===== src/rtl/seq_shift_add_multiplier.sv =====
// Purpose: sequential shift-and-add multiplier, one multiplier bit per clock, optional two's-complement mode.
// Latency: out_valid rises WIDTH cycles after the accept edge; one operation per WIDTH+2 cycles.
// Backpressure: the result is held in DONE until out_ready; in_ready is high only in IDLE.
module seq_shift_add_multiplier #(
    parameter int WIDTH  = 4,
    parameter int SIGNED = 0
) (
    input  logic                 clk,
    input  logic                 rst,
    input  logic                 in_valid,
    output logic                 in_ready,
    input  logic [WIDTH-1:0]     a,
    input  logic [WIDTH-1:0]     b,
    output logic                 out_valid,
    input  logic                 out_ready,
    output logic [2*WIDTH-1:0]   prod,
    output logic                 busy
);

    localparam int PW = 2 * WIDTH;
    localparam int CW = $clog2(WIDTH + 1);
    localparam logic [CW-1:0] LAST_STEP = CW'(WIDTH - 1);

    typedef enum logic [1:0] {
        ST_IDLE = 2'd0,
        ST_BUSY = 2'd1,
        ST_DONE = 2'd2
    } state_e;

    state_e            state_q, state_d;
    logic [PW-1:0]     mcand_q, mcand_d;    // multiplicand, shifted left each step
    logic [WIDTH-1:0]  mplier_q, mplier_d;  // multiplier, shifted right each step
    logic [PW-1:0]     acc_q, acc_d;
    logic [CW-1:0]     cnt_q, cnt_d;
    logic              neg_q, neg_d;        // result sign in two's-complement mode
    logic [PW-1:0]     prod_q, prod_d;

    // Operand magnitudes: the core only ever multiplies unsigned values.
    // |-2^(W-1)| = 2^(W-1) still fits in WIDTH unsigned bits.
    logic [WIDTH-1:0]  a_mag, b_mag;
    logic              a_neg, b_neg;
    logic [PW-1:0]     partial, acc_sum;

    // Next-state, datapath step and operand capture.
    always_comb begin
        state_d  = state_q;
        mcand_d  = mcand_q;
        mplier_d = mplier_q;
        acc_d    = acc_q;
        cnt_d    = cnt_q;
        neg_d    = neg_q;
        prod_d   = prod_q;

        a_neg = 1'b0;
        b_neg = 1'b0;
        a_mag = a;
        b_mag = b;
        if (SIGNED != 0) begin
            a_neg = a[WIDTH-1];
            b_neg = b[WIDTH-1];
            if (a_neg) a_mag = '0 - a;
            if (b_neg) b_mag = '0 - b;
        end

        partial = mplier_q[0] ? mcand_q : '0;
        acc_sum = acc_q + partial;

        case (state_q)
            ST_IDLE: begin
                if (in_valid) begin
                    mcand_d  = {{WIDTH{1'b0}}, a_mag};
                    mplier_d = b_mag;
                    acc_d    = '0;
                    cnt_d    = '0;
                    neg_d    = a_neg ^ b_neg;
                    state_d  = ST_BUSY;
                end
            end
            ST_BUSY: begin
                acc_d    = acc_sum;
                mcand_d  = mcand_q << 1;
                mplier_d = mplier_q >> 1;
                cnt_d    = cnt_q + CW'(1);
                // Final step: publish the (sign-corrected) result on the same edge.
                if (cnt_q == LAST_STEP) begin
                    prod_d  = neg_q ? ('0 - acc_sum) : acc_sum;
                    state_d = ST_DONE;
                end
            end
            ST_DONE: begin
                if (out_ready) state_d = ST_IDLE;
            end
            default: state_d = ST_IDLE;
        endcase
    end

    // State and datapath registers; reset drops any operation in flight.
    always_ff @(posedge clk) begin
        if (rst) begin
            state_q  <= ST_IDLE;
            mcand_q  <= '0;
            mplier_q <= '0;
            acc_q    <= '0;
            cnt_q    <= '0;
            neg_q    <= 1'b0;
            prod_q   <= '0;
        end else begin
            state_q  <= state_d;
            mcand_q  <= mcand_d;
            mplier_q <= mplier_d;
            acc_q    <= acc_d;
            cnt_q    <= cnt_d;
            neg_q    <= neg_d;
            prod_q   <= prod_d;
        end
    end

    assign in_ready  = (state_q == ST_IDLE);
    assign busy      = (state_q == ST_BUSY);
    assign out_valid = (state_q == ST_DONE);
    assign prod      = prod_q;

endmodule

===== config.mk =====
export PLATFORM = sky130hd
export DESIGN_NAME = seq_shift_add_multiplier
export DESIGN_NICKNAME = d
export VERILOG_FILES = /design/src/rtl/seq_shift_add_multiplier.sv
export SDC_FILE = /design/constraint.sdc
export NUM_CORES = 1
export LEC_CHECK = 0
export CAP_MARGIN = 10
export CORE_AREA = 5 5 83 85
export DETAILED_ROUTE_END_ITERATION = 16
export DIE_AREA = 0 0 88 90
export HOLD_SLACK_MARGIN = 0.12
export PLACE_DENSITY = 0.54
export SKIP_LAST_GASP = 1
export SLEW_MARGIN = 40
export SYNTH_ARGS = -nofsm -noshare
export SYNTH_HDL_FRONTEND = slang
export SYNTH_SLANG_ARGS = --single-unit
export TNS_END_PERCENT = 20

===== constraint.sdc =====
create_clock -name clk -period 2.11 [get_ports clk]
set_input_delay 0.211 -clock clk [delete_from_list [all_inputs] [get_ports clk]]
set_output_delay 0.211 -clock clk [all_outputs]
set_load 0.005 [all_outputs]

Figure 1. Drive-strength map (run 1).
The bar under the picture is 20 µm long.
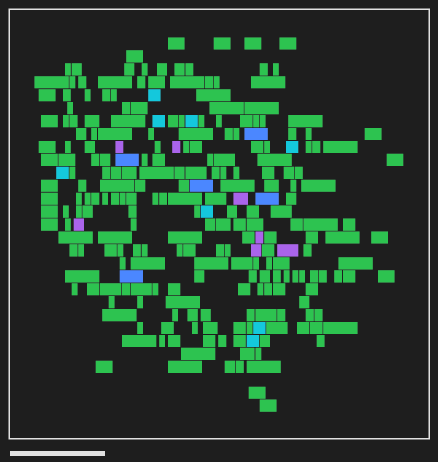
[x3 and x4] cyan | cells: 8 | share: 3.2%
[x2] purple | cells: 7 | share: 2.8%
[x6 and larger] blue | cells: 5 | share: 2.0%
[x1 and smaller] green | cells: 227 | share: 92%

Figure 2. Placed standard cells (run 1).
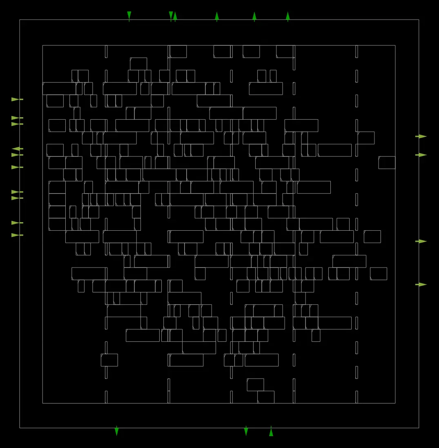
Row Count: 29
Seq area share: 30.6%

Figure 3. Register map, names as in the netlist (run 1).
The bar under the picture is 20 µm long. Other sequential cells in the stronger gray, the rest of the logic in the fainter gray.
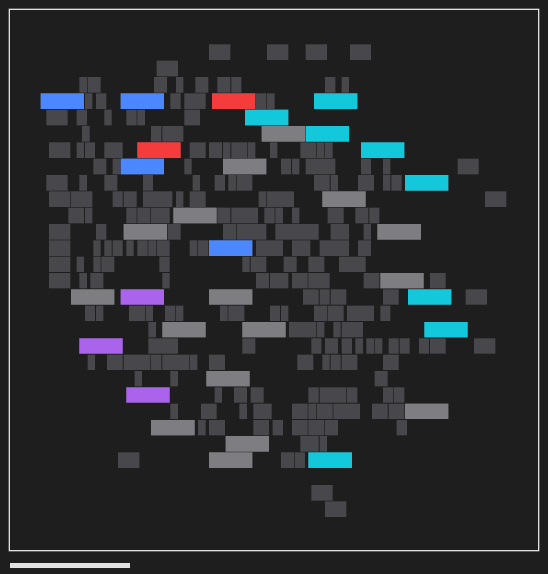
[prod] cyan | placed flops: 8
[state_q] red | placed flops: 2
[cnt_q] purple | placed flops: 3
[mplier_q] blue | placed flops: 4 | where: north-west
not colored: 16
Seq. pwr: 0.654 mW
final core occ: 35.2%

Figure 4. Clock wires, drivers and flops (run 1).
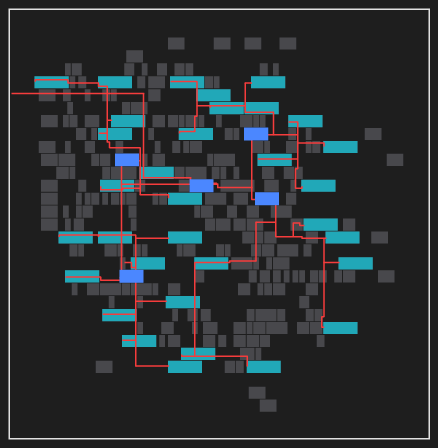
[flip-flops] cyan | count: 33
[clock-net drivers] blue | count: 5
[clock wires] red | length: 486 µm
routed clock nets: 6

==> results.json, run 1 <==
{
  "status": "finished, final reports clean",
  "wire_per_inst_um": 12.5,
  "holdCritStartpoint": "prod[2]$_SDFFE_PP0P_",
  "yosys.cell_types.count": 38,
  "root_buffer": "clkbuf_8",
  "synth-adder-area-share_pct": 7.54,
  "vias": 1528,
  "cts_setup_buffers": 0,
  "grt_pass1_vias": 1494,
  "power_clock_mw": 0.465,
  "wl_met2_mm": 1.86,
  "synthFlopType": "dfxtp_1",
  "comb_power_share_pct": 11.9,
  "cp_cell_sequence": "buf_4 -> and2_1 -> ha_1 -> a21oi_1 -> o21ai_0 -> or3_1 -> a311oi_1",
  "switching_share_pct": 25.8,
  "nets": 268,
  "critPathBufInv": 1,
  "met3_usage_pct": 2.56,
  "clk_pin_slew_ns": 0.07,
  "insertion_delay_ns": 0.29,
  "edf_count": 0,
  "topCombFamilyByArea": "simple AND/OR/NAND/NOR gates",
  "layout_min_cycle_time_ns": 1.95,
  "nClkBuffers": 6,
  "sh_comb_area_pct": 46.7,
  "ys_area_um2": 1760,
  "critPathRequiredTime_ns": 2.31,
  "drt-vias-per-instance": 4.72,
  "worst-setup-path-type": "flip-flop to flip-flop",
  "largest_class": "multi-input combinational cells",
  "comb.multi_input.count": 168,
  "use_met1_pct": 15.1,
  "drt_iter0_drc": 137,
  "synth.most_common_cell": "nor2_1",
  "cp-endpoint": "prod[7]$_SDFFE_PP0P_",
  "synth_warnings": 0,
  "dpl.hpwl_mm": 2.97,
  "xor_share_pct": 0.996,
  "n_all_inverters": 8,
  "syn_nets": 244,
  "post_cts_resized": 0,
  "fp.coreArea_um2": 6130,
  "skew_ns": 0.00928,
  "cts_tree": "yes",
  "cellInternalPower_mw": 0.943,
  "avgSynthCellArea_um2": 7.92,
  "syn_inst": 222,
  "cpMaxStageDelayCell": "or3_1",
  "rsz0062_at_grt": "yes",
  "slowest_delay_ns": 0.37,
  "area_growth_pct": 22.8,
  "dieWidth_um": 88,
  "power_mw": 1.27,
  "whs_path_depth": 2,
  "drive_above_1_share_pct": 8.10,
  "area_leaders": "dfxtp_1 38%, nor2_1 8.3%, ha_1 6.4%, a21oi_1 5.7%, nor2b_1 4.3%",
  "max_freq_mhz": 514,
  "antenna_found_initial": 0,
  "simple_gate_area_share_pct": 29.7,
  "placed_area_um2": 2070,
  "nonClkBufAreaFrac_pct": 13.0,
  "final_common_cell": "nor2_1",
  "p_clk_share_pct": 36.6,
  "synth_area_um2": 1760,
  "place_congestion": 0.799,
  "fp_util_pct": 28.7,
  "seq_area_um2": 661,
  "nNonClkBuffers": 30,
  "grt_usage_pct": 11.1
}
==> run 1 -> run 2 <==
- REMOVE_ABC_BUFFERS: not set -> 1
==> results.json, run 2 <==
{
  "dp_slack_ns": 0.112,
  "p_clk_share_pct": 36.5,
  "area_growth_pct": 23.5,
  "area_leaders": "dfxtp_1 38%, nor2_1 8.3%, ha_1 6.4%, a21oi_1 5.7%, nor2b_1 4.3%",
  "worst-setup-path-type": "flip-flop to flip-flop",
  "warning_count": 26,
  "sh_comb_area_pct": 47.0,
  "synth_area_um2": 1760,
  "cts_tree": "yes",
  "syn_inst": 222,
  "place_congestion": 0.766,
  "root_buffer": "clkbuf_8",
  "avgSynthCellArea_um2": 7.92,
  "cpMaxStageDelayCell": "fa_1",
  "dieWidth_um": 88,
  "grt-ovfl-total": 0,
  "drt_iter0_drc": 83,
  "synthAoiAreaFrac_pct": 18.3,
  "antenna_found_initial": 0,
  "comb.multi_input.count": 168,
  "synth-adder-area-share_pct": 7.54,
  "holdCritStartpoint": "prod[2]$_SDFFE_PP0P_",
  "fp.coreArea_um2": 6130,
  "xor_share_pct": 0.996,
  "wire_per_inst_um": 12.6,
  "sh_seq_area_pct": 30.4,
  "placed_area_um2": 2070,
  "drt-vias-per-instance": 4.79,
  "die-height_um": 90,
  "drv_slew": 0,
  "whs_path_depth": 2,
  "grt_pass1_vias": 1520,
  "critPathBufInv": 1,
  "fp_util_pct": 28.7,
  "comb_power_share_pct": 12.0,
  "nNonClkBuffers": 30,
  "wl_met2_mm": 1.88,
  "grt_usage_pct": 11.3,
  "nets": 268,
  "synth.most_common_cell": "nor2_1",
  "topCombFamilyByArea": "simple AND/OR/NAND/NOR gates",
  "power_mw": 1.27,
  "yosys.cell_types.count": 38,
  "seq_area_um2": 661,
  "nClkBuffers": 6,
  "seq_power_mw": 0.654,
  "final_common_cell": "nor2_1",
  "fin_util_pct": 35.4,
  "synth_warnings": 0,
  "wl_met3_um": 162,
  "critPathRequiredTime_ns": 2.28,
  "simple_gate_area_share_pct": 29.7,
  "vias": 1552,
  "grt_max_degree": 23,
  "nonClkBufAreaFrac_pct": 12.9,
  "skew_ns": 0.00568,
  "status": "finished, final reports clean",
  "switching_share_pct": 25.8,
  "largest_class": "multi-input combinational cells",
  "dpl.hpwl_mm": 2.99,
  "clk_pin_slew_ns": 0.07,
  "post_cts_resized": 0,
  "drive_above_1_share_pct": 8.91,
  "max_freq_mhz": 514,
  "use_met1_pct": 14.6,
  "edf_count": 0,
  "layout_min_cycle_time_ns": 1.94,
  "n_all_inverters": 8,
  "chipArea_um2": 7920,
  "synthFlopType": "dfxtp_1",
  "rows": 29,
  "ys_area_um2": 1760
}
Figure 5. Clock wires, drivers and flops (run 2).
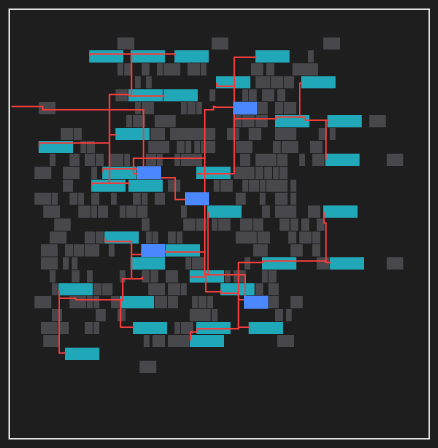
[flip-flops] cyan | count: 33
[clock-net drivers] blue | count: 5
[clock wires] red | length: 484 µm
routed clock nets: 6
P_clk: 0.464 mW
worst skew pair latency: 0.28 ns

Power and IR drop assume default switching activity.
